[src/rtl/program_sequencer.sv]
// Program sequencer: fetch PC with stall, PS-field next-PC select, circular return-address stack and sticky flags.
// Optional SEQ_ALIGN_CHECK_EN: trap misaligned branch/return destinations instead of masking their low bits.
module program_sequencer #(
  parameter int                    ADDR_WIDTH   = 64,
  parameter int                    INSTR_BYTES  = 4,
  parameter logic [ADDR_WIDTH-1:0] RESET_VECTOR = '0,
  parameter int                    RAS_DEPTH    = 4
) (
  input  logic                         i_clock,
  input  logic                         i_reset,
  input  logic                         i_stall,
  input  logic [1:0]                   i_ps,
  input  logic [ADDR_WIDTH-1:0]        i_target,
  input  logic [ADDR_WIDTH-1:0]        i_offset,
  input  logic                         i_call,
  input  logic                         i_ret,
  input  logic                         i_clear_flags,
  output logic [ADDR_WIDTH-1:0]        o_pc,
  output logic [ADDR_WIDTH-1:0]        o_pc4,
  output logic [$clog2(RAS_DEPTH):0]   o_ras_count,
  output logic                         o_ras_overflow,
  output logic                         o_ras_underflow,
  output logic                         o_align_fault
);

  localparam int OFF_SH = $clog2(INSTR_BYTES);
  localparam int PTR_W  = $clog2(RAS_DEPTH);
  localparam int CNT_W  = PTR_W + 1;
  localparam logic [ADDR_WIDTH-1:0] ALIGN_MASK = ADDR_WIDTH'(INSTR_BYTES - 1);
  localparam logic [CNT_W-1:0]      CNT_FULL   = CNT_W'(RAS_DEPTH);
  localparam logic [CNT_W-1:0]      CNT_ONE    = CNT_W'(1);
  localparam logic [PTR_W-1:0]      PTR_ONE    = PTR_W'(1);

  logic [ADDR_WIDTH-1:0] r_pc;
  logic [ADDR_WIDTH-1:0] r_ras [RAS_DEPTH];
  logic [PTR_W-1:0]      r_top;
  logic [CNT_W-1:0]      r_count;
  logic                  r_ras_overflow;
  logic                  r_ras_underflow;
  logic                  r_align_fault;

  logic [ADDR_WIDTH-1:0] w_pc4;
  logic [ADDR_WIDTH-1:0] w_pc_next;
  logic [ADDR_WIDTH-1:0] w_dest;
  logic [PTR_W-1:0]      w_top_m1;
  logic                  w_branch;
  logic                  w_push;
  logic                  w_pop;
  logic                  w_ovf_set;
  logic                  w_udf_set;
  logic                  w_align_set;

  assign w_pc4    = r_pc + ADDR_WIDTH'(INSTR_BYTES);
  assign w_top_m1 = r_top - PTR_ONE;

  // Next-PC selection: ret outranks the PS field; branches feed the alignment stage.
  always_comb begin
    w_pc_next   = r_pc;
    w_dest      = '0;
    w_branch    = 1'b0;
    w_push      = 1'b0;
    w_pop       = 1'b0;
    w_udf_set   = 1'b0;
    w_align_set = 1'b0;
    if (!i_stall) begin
      if (i_ret) begin
        if (r_count != '0) begin
          w_pop    = 1'b1;
          w_dest   = r_ras[w_top_m1];
          w_branch = 1'b1;
        end else begin
          w_pc_next = w_pc4;
          w_udf_set = 1'b1;
        end
      end else begin
        case (i_ps)
          2'b00: w_pc_next = r_pc;
          2'b01: w_pc_next = w_pc4;
          2'b10: begin
            w_dest   = i_target;
            w_branch = 1'b1;
            w_push   = i_call;
          end
          2'b11: begin
            w_dest   = r_pc + (i_offset << OFF_SH);
            w_branch = 1'b1;
            w_push   = i_call;
          end
          default: w_pc_next = r_pc;
        endcase
      end
      if (w_branch) begin
`ifdef SEQ_ALIGN_CHECK_EN
        if ((w_dest & ALIGN_MASK) != '0) begin
          // A trapped branch keeps the PC and suppresses the call push; a pop still retires.
          w_pc_next   = r_pc;
          w_push      = 1'b0;
          w_align_set = 1'b1;
        end else begin
          w_pc_next = w_dest;
        end
`else
        w_pc_next = w_dest & ~ALIGN_MASK;
`endif
      end else begin
        w_align_set = 1'b0;
      end
    end else begin
      w_pc_next = r_pc;
    end
  end

  assign w_ovf_set = w_push && (r_count == CNT_FULL);

  // PC, stack pointer, occupancy and sticky flags.
  always_ff @(posedge i_clock or posedge i_reset) begin
    if (i_reset) begin
      r_pc            <= RESET_VECTOR;
      r_top           <= '0;
      r_count         <= '0;
      r_ras_overflow  <= 1'b0;
      r_ras_underflow <= 1'b0;
      r_align_fault   <= 1'b0;
    end else begin
      r_pc <= w_pc_next;
      if (w_push) begin
        r_top <= r_top + PTR_ONE;
        if (r_count != CNT_FULL) begin
          r_count <= r_count + CNT_ONE;
        end
      end else if (w_pop) begin
        r_top   <= w_top_m1;
        r_count <= r_count - CNT_ONE;
      end
      r_ras_overflow  <= w_ovf_set   | (r_ras_overflow  & ~i_clear_flags);
      r_ras_underflow <= w_udf_set   | (r_ras_underflow & ~i_clear_flags);
      r_align_fault   <= w_align_set | (r_align_fault   & ~i_clear_flags);
    end
  end

  // Stack storage; a full stack overwrites its oldest slot because the pointer wraps.
  always_ff @(posedge i_clock) begin
    if (w_push) begin
      r_ras[r_top] <= w_pc4;
    end
  end

  assign o_pc            = r_pc;
  assign o_pc4           = w_pc4;
  assign o_ras_count     = r_count;
  assign o_ras_overflow  = r_ras_overflow;
  assign o_ras_underflow = r_ras_underflow;
`ifdef SEQ_ALIGN_CHECK_EN
  assign o_align_fault   = r_align_fault;
`else
  assign o_align_fault   = 1'b0;
`endif

endmodule

[config.mk]
export PLATFORM = sky130hd
export DESIGN_NAME = program_sequencer
export DESIGN_NICKNAME = d
export VERILOG_FILES = /design/src/rtl/program_sequencer.sv
export SDC_FILE = /design/constraint.sdc
export NUM_CORES = 1
export LEC_CHECK = 0
export CELL_PAD_IN_SITES_DETAIL_PLACEMENT = 1
export CELL_PAD_IN_SITES_GLOBAL_PLACEMENT = 2
export CORE_UTILIZATION = 40
export CTS_CLUSTER_SIZE = 30
export DETAILED_ROUTE_END_ITERATION = 7
export PLACE_DENSITY_LB_ADDON = 0.12
export SLEW_MARGIN = 20
export SYNTH_ARGS = -nofsm -noshare
export SYNTH_HDL_FRONTEND = slang
export SYNTH_SLANG_ARGS = --single-unit
export TNS_END_PERCENT = 5
[constraint.sdc]
create_clock -name i_clock -period 12.65 [get_ports i_clock]
set_clock_uncertainty 0.15 [all_clocks]
set_input_delay 1.8975 -clock i_clock [delete_from_list [all_inputs] [get_ports i_clock]]
set_output_delay 1.8975 -clock i_clock [all_outputs]
set_load 0.03 [all_outputs]
==> run_results.csv, run 1 <==
group,metric,value,unit
status,status,"finished, final reports clean",
logic_synthesis,top_cell,"sky130_fd_sc_hd__edfxtp_1",
worst_setup_path,kind_of_critical_path,"reg2out",
grt,grt_pass1_wl,97160,um
sta,drv_slew,0,
cells_and_area,final_util,51.12,%
worst_setup_path,timing.critical_path.cells,"nand4_1 > nor4_1 > nand3_2 > nor2b_1 > buf_4 > nand2_1 > nor2_1 > xor2_1 > clkdlybuf4s50_1",
logic_synthesis,syn_area,18230,sq um
logic_synthesis,synth_chip_area,18230,sq um
worst_setup_path,worstSetupStartpointType,"flip-flop",
hold_path,hold_path.class,"reg2reg",
routing,drc_errors,0,
worst_setup_path,crit_path_end_kind,"output pin",
routing,drt_wl_total,64790,um
clocking,cts_buffers,38,
grt,grt_most_used_layer,"met2",
placement,placedCellCount,2344,
die,core_region_area,44610,sq um
sta,finalSetupViolCount,0,
clocking,clk_pin_slew,0.06,ns
worst_setup_path,buffering_stage_count_on_the_worst_path_with_inverters_included,2,
grt,grt_max_degree,63,
sta,timing.final.ws_setup,5.867,ns
grt,grt_use_met1,40.73,%
worst_setup_path,regToRegStartpoint,"r_top[0]",
clocking,clk_tree_root_cell,"sky130_fd_sc_hd__clkbuf_16",
sta,total_count_of_hold_check_failures_in_the_final_report,0,
sta,fmax,147.4,MHz
logic_synthesis,synth_cells,1557,
routing,routed_via_density,6.053,
logic_synthesis,seq_share_synth,50.33,%
hold_path,whs_endpoint,"o_ras_overflow",
sta,worst-slew-pin-transition,1.141,ns
grt,grt_pass1_vias,15150,
routing,length_of_routed_met2_wiring,29360,um
sta,maxSlewHeadroom,23.96,%
die,floorplan.die_area,46430,sq um
hold_path,hold_path_depth,2,
grt,grt_antenna_before_repair,5,
worst_setup_path,crit_slowest_cell,"sky130_fd_sc_hd__clkdlybuf4s50_1",
sta,share_of_the_clock_period_used_by_the_worst_path,53.62,%
routing,detail_route_antenna_nets,0,
cells_and_area,synthToLayoutAreaGrowth,25.10,%
routing,detailroute.wirelength.met3,4051,um
logic_synthesis,synthArstFlopShare,21.77,%
routing,route.layer.met1.wl,30040,um
power_and_ir_drop,power.leakage,8.079,nW
-- run 1: layout by cell type, fill, tap and decap left out, types with 35 or more instances in the layout --
| master | instances |
|---|---|
| sky130_fd_sc_hd__mux4_2 | 62 |
| sky130_fd_sc_hd__inv_1 | 46 |
| sky130_fd_sc_hd__clkdlybuf4s50_1 | 259 |
| sky130_fd_sc_hd__edfxtp_1 | 248 |
| sky130_fd_sc_hd__a21oi_1 | 94 |
| sky130_fd_sc_hd__o21ai_0 | 73 |
| sky130_fd_sc_hd__nand3_1 | 50 |
| sky130_fd_sc_hd__nor2_1 | 87 |
| sky130_fd_sc_hd__nand2_1 | 123 |
| sky130_fd_sc_hd__xnor2_1 | 67 |
| sky130_fd_sc_hd__xor2_1 | 35 |
| sky130_fd_sc_hd__ha_1 | 65 |
| sky130_fd_sc_hd__dfrtp_1 | 68 |
| sky130_fd_sc_hd__clkbuf_16 | 41 |
-- run 1: state kept, by name, summed over array words and instances, names as in the netlist --
name	cells
r_ras	248
o_pc	62
o_ras_count	3
r_top	2
o_ras_overflow	1
o_ras_underflow	1
-- run 1: layout make-up --
class / count / area [sq um]
Clock buffer: 46 / 1045
Clock inverter: 24 / 331.6
Multi-Input combinational cell: 1104 / 8539
Fill cell: 4663 / 21800
Antenna cell: 6 / 15.01
Sequential cell: 317 / 9178
Inverter: 47 / 177.7
Timing Repair Buffer: 284 / 2778
Tap cell: 592 / 740.7
-- run 1: power by group --
| part | internal [mW] | leakage [nW] | switching, mW | total [mW] |
|---|---|---|---|---|
| Clock | 0.754 | 0.661 | 0.455 | 1.21 |
| Combinational | 1.18 | 4.39 | 1.77 | 2.96 |
| Sequential | 1.36 | 3.03 | 0.275 | 1.64 |
| Total | 3.30 | 8.08 | 2.50 | 5.81 |
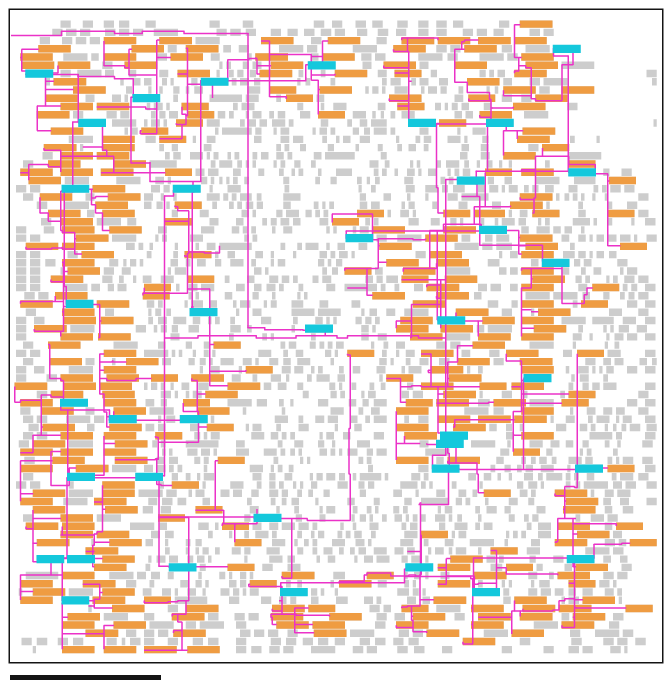
Run 1: clock distribution
The bar under the picture is 50 um long.
legend:
  magenta:
    item: clock wires
    length: 4,590 um
  orange:
    item: flip-flops
    count: 317
  cyan:
    item: clock-net drivers
    count: 38
flops lie: widely spread
routed clock nets: 39
power of the clock network: 1.21 mW
clock share of power: 20.8%
clk latency late pin: 0.56 ns

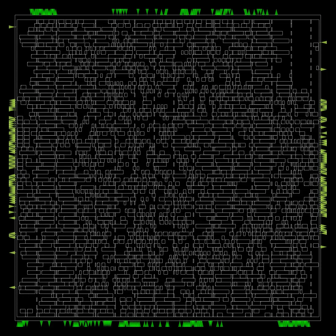
Run 1: placed standard cells
final cell count without fillers: 2,420
# rows: 77
share of cell area taken by flip-flops and latches: 40.24%

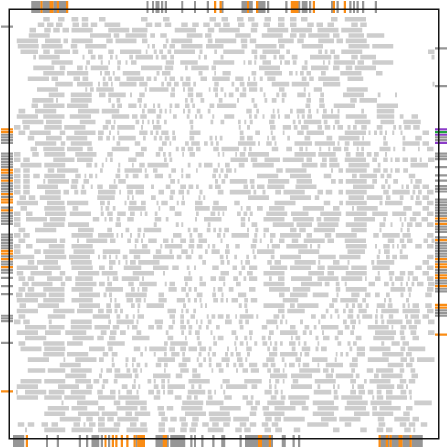
Run 1: pin map
Pins as bars across the die edge, other pins in gray.
legend:
  orange:
    port: `o_pc`
    pins: 64
    direction: output
    edge: 22 bottom, 16 top, 14 left, 12 right
  purple:
    port: `o_ras_count`
    pins: 3
    direction: output
    edge: right
  green:
    port: `i_call`
    pins: 1
    direction: input
    edge: right
all pins by edge: 93 bottom, 64 top, 57 right, 56 left
overall die height: 215.5 um
number of input and output port buffers inserted: 260
chip width: 215.5 um

==> run 2: changes to the inputs <==
- CORE_UTILIZATION: 40 -> 37
- clock period: 12.65 -> 6.7 ns (I/O delays scaled with it)
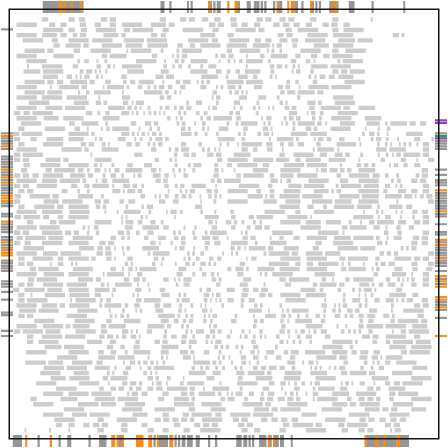
Run 2: pin map
Pins as bars across the die edge, other pins in gray.
legend:
  purple:
    port: `o_ras_count`
    pins: 3
    direction: output
    edge: right
  green:
    port: `i_call`
    pins: 1
    direction: input
    edge: right
  orange:
    port: `o_pc`
    pins: 64
    direction: output
    edge: 23 bottom, 16 top, 13 left, 12 right
overall die height: 224.0 um
chip width: 224.0 um

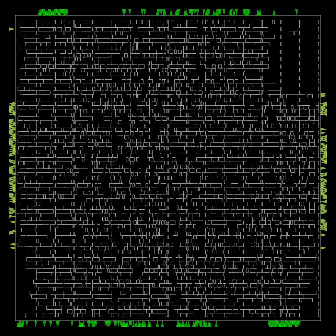
Run 2: placed standard cells
number of flip-flops and latches: 317
final cell count without fillers: 2,480

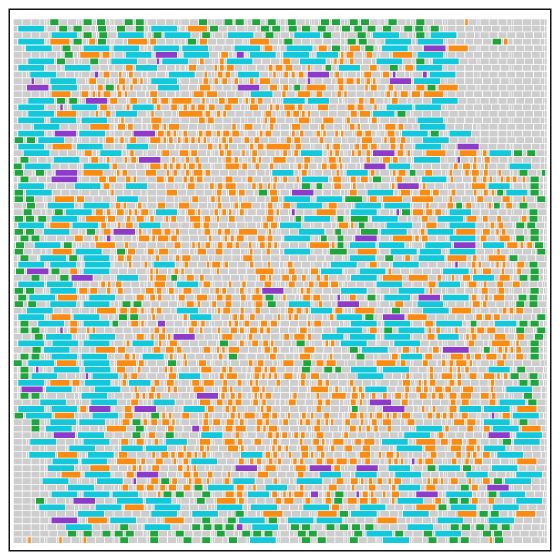
Run 2: cells colored by class
Fill, decap, tap and diode cells in gray.
legend:
  orange:
    class: remaining logic cells
    cells: 1,151
    share_of_their_area: 40%
  green:
    class: remaining buffers and delay cells
    cells: 284
    share_of_their_area: 13%
  cyan:
    class: sequential cells
    cells: 317
    share_of_their_area: 42%
  purple:
    class: clock drivers and dummy loads
    cells: 69
    share_of_their_area: 5.6%
# rows: 80
area of all placed cells without fillers: 22,800 sq um

==> run_results.csv, run 2 <==
group,metric,value,unit
worst_setup_path,worst_path_top_cell_family_by_delay,"simple AND/OR/NAND/NOR gates",
logic_synthesis,synthArstFlopShare,21.77,%
power_and_ir_drop,internal_power,6.064,mW
placement,placed_area,21550,sq um
clocking,cts_buffers,38,
power_and_ir_drop,power_combinational,5.62,mW
power_and_ir_drop,clk-power,2.07,mW
cells_and_area,largest_register_ffs,248,
grt,grt_antenna_before_repair,4,
status,status,"finished, final reports clean",
power_and_ir_drop,dominant_power_group,"combinational cells",
worst_setup_path,timing.critical_path.cells,"nand4_1 > nor4_1 > and4_1 > nand2_1 > nor2_1 > xor2_1 > clkdlybuf4s50_1",
hold_path,hold_path.class,"reg2reg",
grt,grt_max_degree,44,
sta,fmax,170.2,MHz
routing,drt_wl_total,65300,um
routing,drc_errors,0,
logic_synthesis,syn_avg_cell_area,11.71,sq um
grt,grt_pass1_vias,15010,
sta,total_count_of_hold_check_failures_in_the_final_report,0,
logic_synthesis,synth_cells,1557,
die,floorplan.die_area,50160,sq um
placement,port_buffers,260,
worst_setup_path,crit_slowest_cell,"sky130_fd_sc_hd__and4_1",
sta,maxSlewHeadroom,30.64,%
power_and_ir_drop,sequentialPower,3.08,mW
power_and_ir_drop,p_sw_share,43.73,%
worst_setup_path,kind_of_critical_path,"reg2out",
routing,routed_via_density,5.776,
routing,detail_route_antenna_nets,0,
sta,worst-slew-pin-transition,1.038,ns
power_and_ir_drop,pwr-share-clk,19.3,%
worst_setup_path,buffering_stage_count_on_the_worst_path_with_inverters_included,1,
logic_synthesis,synth_chip_area,18230,sq um
cells_and_area,dominant_logic_cell_type_in_the_layout,"sky130_fd_sc_hd__clkdlybuf4s50_1",
cells_and_area,synthToLayoutAreaGrowth,25.07,%
sta,drv_slew,0,
grt,grt_pass1_wl,97650,um
power_and_ir_drop,switching_power,4.712,mW
logic_synthesis,top_cells_by_count,"sky130_fd_sc_hd__edfxtp_1 (248), sky130_fd_sc_hd__nand2_1 (123), sky130_fd_sc_hd__a21oi_1 (95)",
cells_and_area,regMostFlops,"r_ras",
sta,share_of_the_clock_period_used_by_the_worst_path,87.68,%
clocking,hold_buffers,0,
clocking,clk_pin_slew,0.06,ns
sta,finalSetupViolCount,0,
grt,grt_use_met1,37.78,%
power_and_ir_drop,sequential_share_of_power,28.6,%
## run 2: final timing paths
kind | from | end | cells past startpoint
worst min register to register | o_ras_overflow | o_ras_overflow | 2
min in group asynchronous | i_reset | o_ras_count[1] | 2
max in group asynchronous | i_reset | r_top[0] | 3
worst max-delay path | o_pc[11] | o_pc4[54] | 7
worst max register to register | r_top[0] | o_pc[43] | 8
worst min-delay path | o_ras_overflow | o_ras_overflow | 2
## run 2: final cells by class
type / instances / area (sq um)
Multi-Input combinational cell: 1104 / 8549
Antenna cell: 3 / 7.507
Inverter: 47 / 177.7
Sequential cell: 317 / 9178
Timing Repair Buffer: 284 / 2828
Clock inverter: 17 / 170.2
Tap cell: 656 / 820.8
Fill cell: 5050 / 25350
Clock buffer: 52 / 1067
## run 2: metal layers
metal / wire [um] / up-vias
li1: - / 6560
met1: 31120 / 7320
met2: 29440 / 369
met3: 3361 / 76
met4: 1384 / 0
met5: 0 / -
## run 2: through the flow
step | hold WS (ns) | cells | utilization (%)
after global routing | 0.4323 | 2479 | 47.35
after floorplan | 0.3898 | 1561 | -
final | 0.3909 | 2480 | 47.35
after CTS | 0.3943 | 2477 | 47.34
after detailed placement | 0.3757 | 2408 | 44.77
after global placement | 0.3717 | 2408 | 44.77
## run 2: cell families after synthesis
kind of cell,share of synthesized area [%]
compound gates,16.92
simple gates,11.15
flops,50.33
buf+inv,3.137
xor+xnor,4.901
mux,8.793
fa+ha+maj,4.750
other cells,0.02057
## run 2: tightest hold or removal path, cell delays in order (launching register included)
cell and delay (ns):
sky130_fd_sc_hd__dfrtp_1 0.37, sky130_fd_sc_hd__inv_1 0.05, sky130_fd_sc_hd__o21ai_0 0.07
==> run 3: changes to the inputs <==
- SLEW_MARGIN: 20 -> 10
==> run_results.csv, run 3 <==
group,metric,value,unit
hold_path,hold_path_startpoint,"o_ras_overflow",
worst_setup_path,regToRegStartpoint,"r_top[0]",
clocking,cts_buffers,38,
clocking,hold_buffers,0,
sta,maxSlewHeadroom,30.64,%
grt,grt_max_degree,44,
logic_synthesis,synth_cells,1557,
worst_setup_path,timing.critical_path.cells,"nand4_1 > nor4_1 > and4_1 > nand2_1 > nor2_1 > xor2_1 > clkdlybuf4s50_1",
grt,grt_pass1_vias,15010,
logic_synthesis,synthArstFlopShare,21.77,%
grt,grt_use_met1,37.78,%
cells_and_area,dominant_logic_cell_type_in_the_layout,"sky130_fd_sc_hd__clkdlybuf4s50_1",
hold_path,whs_endpoint,"o_ras_overflow",
cells_and_area,largest_register_ffs,248,
worst_setup_path,r2r_end,"o_pc[43]",
worst_setup_path,buffering_stage_count_on_the_worst_path_with_inverters_included,1,
logic_synthesis,syn_avg_cell_area,11.71,sq um
die,dieWidth,224.0,um
die,floorplan.die_area,50160,sq um
die,std_cell_rows,80,
cells_and_area,layout.filler_cells,5050,
status,status,"finished, final reports clean",
sta,share_of_the_clock_period_used_by_the_worst_path,87.68,%
sta,finalSetupViolCount,0,
worst_setup_path,kind_of_critical_path,"reg2out",
cells_and_area,synthToLayoutAreaGrowth,25.07,%
placement,port_buffers,260,
routing,drt_wl_total,65300,um
logic_synthesis,synth_chip_area,18230,sq um
logic_synthesis,top_cells_by_count,"sky130_fd_sc_hd__edfxtp_1 (248), sky130_fd_sc_hd__nand2_1 (123), sky130_fd_sc_hd__a21oi_1 (95)",
routing,routed_via_density,5.776,
sta,drv_slew,0,
sta,fmax,170.2,MHz
sta,worst-slew-pin-transition,1.038,ns
hold_path,hold_path.class,"reg2reg",
cells_and_area,regMostFlops,"r_ras",
sta,total_count_of_hold_check_failures_in_the_final_report,0,
clocking,clk_pin_slew,0.06,ns
[run 3: cell counts in the layout (fill, tap and decap cells not counted)]
Identical to the previous run, type by type.
[run 3: area by class of cell]
class	instances	area (sq um)	area share (%)
sequential	317	9178	40.26
clock inverter	17	170.2	0.7464
inverter	47	177.7	0.7793
timing repair buffer	284	2828	12.40
clock buffer	52	1067	4.681
multi-input combinational	1104	8549	37.50
antenna	3	7.507	0.03293
tap	656	820.8	3.600
[run 3: logic make-up after synthesis]
group                      share of synthesized area, %
and+or+nand+nor                                   11.15
AOI/OAI and AO/OA                                 16.92
muxes                                             8.793
buffers and inverters                             3.137
DFF                                               50.33
other                                           0.02057
xor gates and xnor gates                          4.901
adders and majority gates                         4.750
[run 3: worst max-delay path by stage]
stage                   endpoint  slack (ns)  cells past startpoint  startpoint
global placement       o_pc4[54]        1.44                      7    o_pc[11]
floorplan           r_ras[0][10]        2.64                      5       i_ret
global route           o_pc4[60]        0.57                      6    o_pc[11]
CTS                    o_pc4[54]        0.75                      7    o_pc[11]
detailed placement     o_pc4[60]        1.36                      6    o_pc[11]
finish                 o_pc4[54]        0.83                      7    o_pc[11]
[run 3: stage by stage]
stage	instances	power, mW	util [%]	cell area (sq um)	hold slack (ns)
after global routing	2479	11.37	47.35	22800	0.4323
after CTS	2477	10.83	47.34	22790	0.3943
after global placement	2408	8.624	44.77	21550	0.3717
after detailed placement	2408	8.709	44.77	21550	0.3757
after floorplan	1561	6.653	-	18240	0.3898
final	2480	10.78	47.35	22800	0.3909
[run 3: where the power goes]
group          total, mW  switching, mW  internal [mW]
registers           3.08          0.503           2.58
logic               5.62           3.37           2.25
clock network       2.07          0.840           1.23
[run 3: routing by layer]
metal	routed length (um)	share of wire [%]
met2	29440	45
met5	0	0
met3	3361	5.1
met1	31120	48
met4	1384	2.1
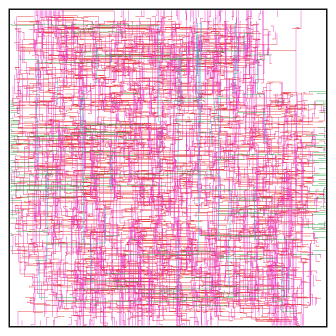
Run 3: signal wires by layer
legend:
  red:
    layer: M1
    wire_length: 31.1 mm
  cyan:
    layer: M4
    wire_length: 1,380 um
  green:
    layer: M3
    wire_length: 3,360 um
  magenta:
    layer: M2
    wire_length: 29.4 mm

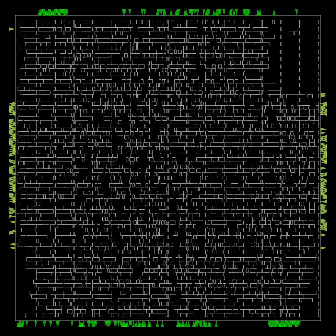
Run 3: placed standard cells
post-route core utilization: 47.35%
area of the core: 48,150 sq um
well-tap cell count: 656

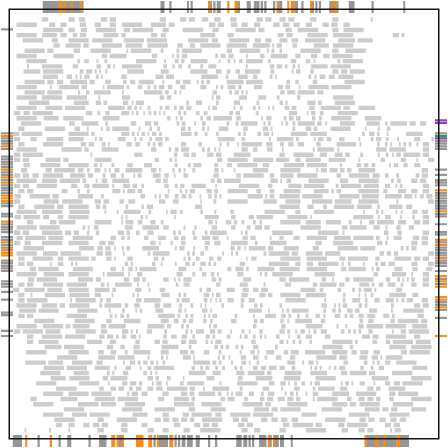
Run 3: pin map
Pins as bars across the die edge, other pins in gray.
legend:
  orange:
    port: `o_pc`
    pins: 64
    direction: output
    edge: 23 bottom, 16 top, 13 left, 12 right
  purple:
    port: `o_ras_count`
    pins: 3
    direction: output
    edge: right
  green:
    port: `i_call`
    pins: 1
    direction: input
    edge: right
all pins by edge: 92 bottom, 68 top, 57 left, 53 right

Power and IR drop assume default switching activity.
